### src/rtl/gfx_pkg.sv
// Shared graphics definitions: rasterizer FSM encoding and default bus widths.
package gfx_pkg;

  localparam int unsigned COORD_W_DEF = 10;
  localparam int unsigned COLOR_W_DEF = 12;

  typedef enum logic [1:0] {
    IDLE  = 2'd0,
    SETUP = 2'd1,
    DRAW  = 2'd2
  } rast_state_e;

endpackage

### src/rtl/line_setup.sv
// Combinational Bresenham setup: absolute deltas, step directions, initial error.
module line_setup
  import gfx_pkg::*;
#(
  parameter int unsigned COORD_W = COORD_W_DEF
) (
  input  logic [COORD_W-1:0]        i_x0,
  input  logic [COORD_W-1:0]        i_y0,
  input  logic [COORD_W-1:0]        i_x1,
  input  logic [COORD_W-1:0]        i_y1,
  output logic [COORD_W-1:0]        o_dx,
  output logic [COORD_W-1:0]        o_dy,
  output logic                      o_sx_neg,
  output logic                      o_sy_neg,
  output logic signed [COORD_W+1:0] o_err
);

  logic w_sx_neg;
  logic w_sy_neg;
  logic [COORD_W-1:0] w_dx;
  logic [COORD_W-1:0] w_dy;

  assign w_sx_neg = (i_x1 < i_x0);
  assign w_sy_neg = (i_y1 < i_y0);
  assign w_dx     = w_sx_neg ? (i_x0 - i_x1) : (i_x1 - i_x0);
  assign w_dy     = w_sy_neg ? (i_y0 - i_y1) : (i_y1 - i_y0);

  // Two guard bits keep dx-dy and later 2*err representable for any endpoints.
  assign o_err    = $signed({2'b00, w_dx}) - $signed({2'b00, w_dy});
  assign o_dx     = w_dx;
  assign o_dy     = w_dy;
  assign o_sx_neg = w_sx_neg;
  assign o_sy_neg = w_sy_neg;

endmodule

### src/rtl/line_rasterizer.sv
// Bresenham line rasterizer: accepts one endpoint pair per command and streams
// pixels from (x0,y0) to (x1,y1) with rts/rtr handshakes on both sides.
module line_rasterizer
  import gfx_pkg::*;
#(
  parameter int unsigned COORD_W = COORD_W_DEF,
  parameter int unsigned COLOR_W = COLOR_W_DEF
) (
  input  logic               clk,
  input  logic               rst_,
  input  logic [COORD_W-1:0] x0,
  input  logic [COORD_W-1:0] y0,
  input  logic [COORD_W-1:0] x1,
  input  logic [COORD_W-1:0] y1,
  input  logic [COLOR_W-1:0] color,
  input  logic               in_rts,
  output logic               in_rtr,
  output logic               out_rts,
  input  logic               out_rtr,
  output logic [COORD_W-1:0] draw_x,
  output logic [COORD_W-1:0] draw_y,
  output logic [COLOR_W-1:0] out_color,
  output logic               out_last,
  output logic               busy
);

  localparam int unsigned ERR_W = COORD_W + 2;
  localparam int unsigned E2_W  = COORD_W + 3;

  rast_state_e r_state;
  rast_state_e w_state_nxt;

  logic [COORD_W-1:0]      r_x0, r_y0, r_x1, r_y1;
  logic [COORD_W-1:0]      r_dx, r_dy;
  logic [COORD_W-1:0]      r_draw_x, r_draw_y;
  logic [COLOR_W-1:0]      r_color;
  logic                    r_sx_neg, r_sy_neg;
  logic signed [ERR_W-1:0] r_err;

  logic [COORD_W-1:0]      w_dx, w_dy;
  logic                    w_sx_neg, w_sy_neg;
  logic signed [ERR_W-1:0] w_err0;
  logic signed [ERR_W-1:0] w_err_nxt;
  logic signed [E2_W-1:0]  w_e2, w_dx_e2, w_dy_e2;
  logic                    w_in_xfer, w_out_xfer, w_step_x, w_step_y;

  line_setup #(.COORD_W(COORD_W)) u_setup (
    .i_x0     (r_x0),
    .i_y0     (r_y0),
    .i_x1     (r_x1),
    .i_y1     (r_y1),
    .o_dx     (w_dx),
    .o_dy     (w_dy),
    .o_sx_neg (w_sx_neg),
    .o_sy_neg (w_sy_neg),
    .o_err    (w_err0)
  );

  assign in_rtr     = (r_state == IDLE);
  assign out_rts    = (r_state == DRAW);
  assign busy       = (r_state != IDLE);
  assign draw_x     = r_draw_x;
  assign draw_y     = r_draw_y;
  assign out_color  = r_color;
  assign out_last   = (r_state == DRAW) && (r_draw_x == r_x1) && (r_draw_y == r_y1);

  assign w_in_xfer  = in_rts && in_rtr;
  assign w_out_xfer = out_rts && out_rtr;

  // Error stepping in one extra bit so 2*err never wraps.
  assign w_e2       = {r_err, 1'b0};
  assign w_dx_e2    = $signed({3'b000, r_dx});
  assign w_dy_e2    = $signed({3'b000, r_dy});
  assign w_step_x   = (w_e2 > -w_dy_e2);
  assign w_step_y   = (w_e2 < w_dx_e2);

  always_comb begin
    w_err_nxt = r_err;
    if (w_step_x) w_err_nxt = w_err_nxt - $signed({2'b00, r_dy});
    if (w_step_y) w_err_nxt = w_err_nxt + $signed({2'b00, r_dx});
  end

  always_ff @(posedge clk or negedge rst_) begin
    if (!rst_) r_state <= IDLE;
    else       r_state <= w_state_nxt;
  end

  always_comb begin
    w_state_nxt = r_state;
    case (r_state)
      IDLE:    if (w_in_xfer) w_state_nxt = SETUP;
      SETUP:   w_state_nxt = DRAW;
      DRAW:    if (w_out_xfer && out_last) w_state_nxt = IDLE;
      default: w_state_nxt = IDLE;
    endcase
  end

  // Command capture, setup load, and per-pixel advance.
  always_ff @(posedge clk or negedge rst_) begin
    if (!rst_) begin
      r_x0     <= '0;
      r_y0     <= '0;
      r_x1     <= '0;
      r_y1     <= '0;
      r_color  <= '0;
      r_dx     <= '0;
      r_dy     <= '0;
      r_sx_neg <= 1'b0;
      r_sy_neg <= 1'b0;
      r_err    <= '0;
      r_draw_x <= '0;
      r_draw_y <= '0;
    end else if (w_in_xfer) begin
      r_x0    <= x0;
      r_y0    <= y0;
      r_x1    <= x1;
      r_y1    <= y1;
      r_color <= color;
    end else if (r_state == SETUP) begin
      r_dx     <= w_dx;
      r_dy     <= w_dy;
      r_sx_neg <= w_sx_neg;
      r_sy_neg <= w_sy_neg;
      r_err    <= w_err0;
      r_draw_x <= r_x0;
      r_draw_y <= r_y0;
    end else if (w_out_xfer && !out_last) begin
      r_err <= w_err_nxt;
      if (w_step_x) r_draw_x <= r_sx_neg ? (r_draw_x - COORD_W'(1)) : (r_draw_x + COORD_W'(1));
      if (w_step_y) r_draw_y <= r_sy_neg ? (r_draw_y - COORD_W'(1)) : (r_draw_y + COORD_W'(1));
    end
  end

endmodule

### config.mk
export PLATFORM = sky130hd
export DESIGN_NAME = line_rasterizer
export DESIGN_NICKNAME = d
export VERILOG_FILES = /design/src/rtl/gfx_pkg.sv /design/src/rtl/line_setup.sv /design/src/rtl/line_rasterizer.sv
export SDC_FILE = /design/constraint.sdc
export NUM_CORES = 1
export LEC_CHECK = 0
export CAP_MARGIN = 20
export CORE_MARGIN = 5
export CORE_UTILIZATION = 30
export DETAILED_ROUTE_END_ITERATION = 7
export PLACE_DENSITY = 0.57
export SYNTH_ARGS = -nofsm -noshare
export SYNTH_HDL_FRONTEND = slang
export SYNTH_SLANG_ARGS = --single-unit
### constraint.sdc
create_clock -name clk -period 4.35 [get_ports clk]
set_input_delay 1.0875 -clock clk [delete_from_list [all_inputs] [get_ports clk]]
set_output_delay 1.0875 -clock clk [all_outputs]
set_load 0.02 [all_outputs]
Figure 1. Routed metal per tile.
Scale: 2 px per µm. The die is cut into 37 by 37 equal tiles; dark blue is low, red is high, scaled to the fullest tile. Values are wire area over tile area, all layers added.
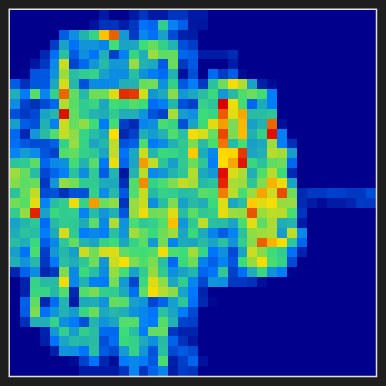
mean over tiles: 0.12
fullest tile: 0.49
nearly empty tiles: 36%
total via count in the routed design: 7,977
average routed wire per standard cell: 16.0 µm
Total GRT Usage: 0.157
Total Wirelength: 26,100 µm

Figure 2. Pin placement.
Scale: 2 px per µm. Pins as bars across the die edge, other pins in grey.
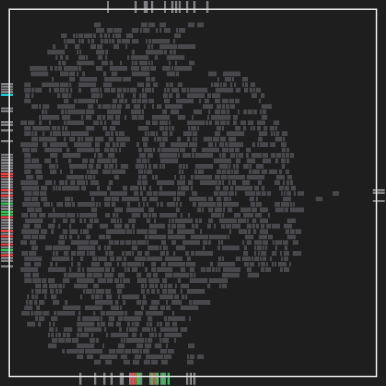
| port | colour | pins | direction | edge |
|---|---|---|---|---|
| y1 | green | 10 | input | 6 bottom, 4 left |
| out_color | red | 12 | output | 9 left, 3 bottom |
| rst_ | cyan | 1 | input | left |

==> run summary <==
Results of the run.

The run finished, with violations left. The final reports fail on setup timing. The internal portion of the total power is roughly 1.8 mW. Entering global routing, the biggest net connects ~64 pins.

The combinational gate power is 656 µW. Across all stage logs, warnings added up to approximately 48. The clock skew is ~8.4 ps. The chip width is about 180 µm. The post-route met1 wirelength is about 12,000 µm. In this run the critical path is formed by nor4_2 -> nand2_1 -> buf_4 -> nor2_1 -> xnor2_1 -> ha_1 -> and3_4 -> nand4_1 -> o2111ai_2 -> buf_4 -> o21ai_2 -> mux2_4 -> ha_4 -> a21oi_2 -> nand4b_1 -> a31oi_4 -> a41o_1 -> nor4_1 -> a41oi_1 -> o221ai_1 -> and3b_1. The fraction of the mapped netlist area in adder cells is 0.169. The area fraction of the largest cell type after synthesis is 0.301. The register share of total power is 0.442. Per report_power, the Sequential row totals ~1.2 mW. The aggregate negative setup slack is -152 ps.

The async set or reset register ratio after synthesis is 1.00. The tightest hold path in the finished design has a slack of ~480 ps. Once detail routing completed, the nets flagged for antenna violations numbered 0. Leaving out fill and tap cells, the most frequent cells in the layout are sky130_fd_sc_hd__buf_4, sky130_fd_sc_hd__nand2_1, sky130_fd_sc_hd__o21ai_0, sky130_fd_sc_hd__dfrtp_1. The clock transition at the registers of the reported paths is roughly 70 ps. The routed layout reports a DRC error count of 0.

After floorplanning, the core was sized to cover just under 30,000 µm². The area reported by Yosys stat is 8970 µm². The worst-case setup slack after placement is -235 ps. The type of the worst setup path is flop to flop. The type of element launching the critical path is a flop. The via count of the first global-routing pass is just over 8k. The longest clock path from root to sink contains 2 buffers. Counting stages on the worst path, the most repeated cell is sky130_fd_sc_hd__buf_4. Of the cells placed in the final design, the portion with a size suffix greater than 1 is 0.192. The worst-margin pin slew is around 880 ps. On met1, the global router reports a usage of 0.210. The worst hold path passes through 2 cells.

The clock reaches the later pin of the worst-skew pair after 360 ps. The cell count after placement is 1,601. The number of synthesized flops with an enable pin is 0.

The critical path required time is 4600 ps. The total of cells resized after clock tree synthesis is 38. Counting the warning lines in the Yosys log gives 0. For reference, the post-synthesis area per instance comes to around 8.7 µm². For this design the static power due to leakage is between 5 and 6 nW. The final timing summary puts the cycle share of the worst path at 1.02.

Setup repair after global routing could not meet its margin everywhere. The most area-hungry cell type in the Yosys netlist is sky130_fd_sc_hd__dfrtp_1. The final worst slack is -83.2 ps. Once iteration 0 of detailed routing completed, the report listed around 330 DRC markers. The final standard cell count with taps included and fillers excluded is about 1.6k. The share of synthesized cell area in and-or and or-and compound cells is 0.209. STA classifies the critical path endpoint as a flop. The sequential fraction of the synthesis area is 0.301. Switching power as a fraction of the total was reported as 0.309.

The number of endpoints failing setup at the final stage is 2. The minimum clock period is ~4400 ps. The combinational group share of total power is 0.252. The most frequent logic cell in the layout is sky130_fd_sc_hd__buf_4. The main kind of combinational logic by area is AND-OR/OR-AND gates. Buffers inserted during clock tree synthesis total 9.

The class of the tightest hold or removal check is flop to flop. Counting both buffers and inverters, the worst setup path holds a total of 2. The library cell contributing the largest single delay on the critical path is sky130_fd_sc_hd__dfrtp_1. The number of logic stages on the critical path including buffering is 21. The longest incremental delay of any stage on the critical path is reported as just under 400 ps. The placement-stage cell area is ~11,000 µm². The xor-xnor portion of the synthesized cell area is 0.0703. The cell row count is roughly 63. The most frequently used cell type in the post-synthesis netlist is sky130_fd_sc_hd__nand2_1.

The synthesized design contains approximately 110 register bits. For this run, the detailed router reports a per-instance via density of between 4 and 5. The flow measured a signed area growth from synthesis to layout of 32.3%.

The height of the die is between 150 and 200 µm. The number of antenna diodes in the final layout is 0. Global route summary, busiest routing layer listed as met2. The power report attributes to the clock group a share of 0.306. Checking max transition, the worst relative margin is 0.416.

The number of cells on the worst reg-to-reg path is 21. The number of antenna violations at the first check in global routing is 0. The clock group power is about 800 µW. The source of the worst hold timing path is r_y0[9]. The CTS root buffer is sky130_fd_sc_hd__clkbuf_16. At the floorplan stage, the core utilization is reported as 0.303.

The largest part of the power goes to sequential cells. The number of port buffers is just over 90. The total die area is 33,400 µm². The mapped netlist covers 8970 µm². The worst-case register-to-register setup slack is -80 ps. The OpenROAD report gives the critical path a data arrival time of 4680 ps. The number of unique standard cell types used by synthesis is between 70 and 80. The first-pass detailed-route iteration total is 5.
Figure 3. Met2 routing.
Scale: 2 px per µm.
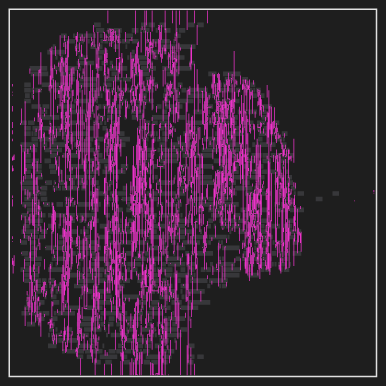
wire length on this layer: 12,100 µm
nets with wire on the layer: 1,172
share of all routed wire: 46%
main direction: vertical
longest straight run: 69.7 µm

Figure 4. Signal wires on met3.
Scale: 2 px per µm.
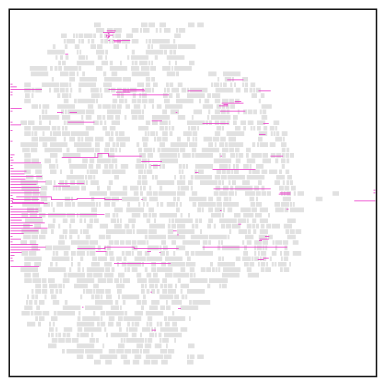
main direction: horizontal
nets with wire on the layer: 96
met3 track demand over resource: 0.0276

-- sequential cells by signal, summed over array words and instances (netlist names), 2 cells and up --
name / count
r_y0: 10
r_x0: 10
r_x1: 10
out_color: 12
draw_x: 10
r_state: 2
r_dy: 10
r_err: 12
draw_y: 10
r_y1: 10
r_dx: 10
-- cell type report --
| type | count | area, µm² |
|---|---|---|
| fillers | 2991 | 17700 |
| multi-input cells | 797 | 6130 |
| flip-flops and latches | 108 | 2700 |
| repair buffers | 219 | 1900 |
| well taps | 390 | 488 |
| inverters | 95 | 357 |
| clock buffers | 12 | 256 |
| clock inverters | 4 | 23.8 |
-- worst min-delay path: stages, from the launching register on --
cell	delay, ps
sky130_fd_sc_hd__dfrtp_1	340
sky130_fd_sc_hd__nand2_1	50
sky130_fd_sc_hd__o21ai_0	60
Power is estimated from default activity; no workload was simulated.
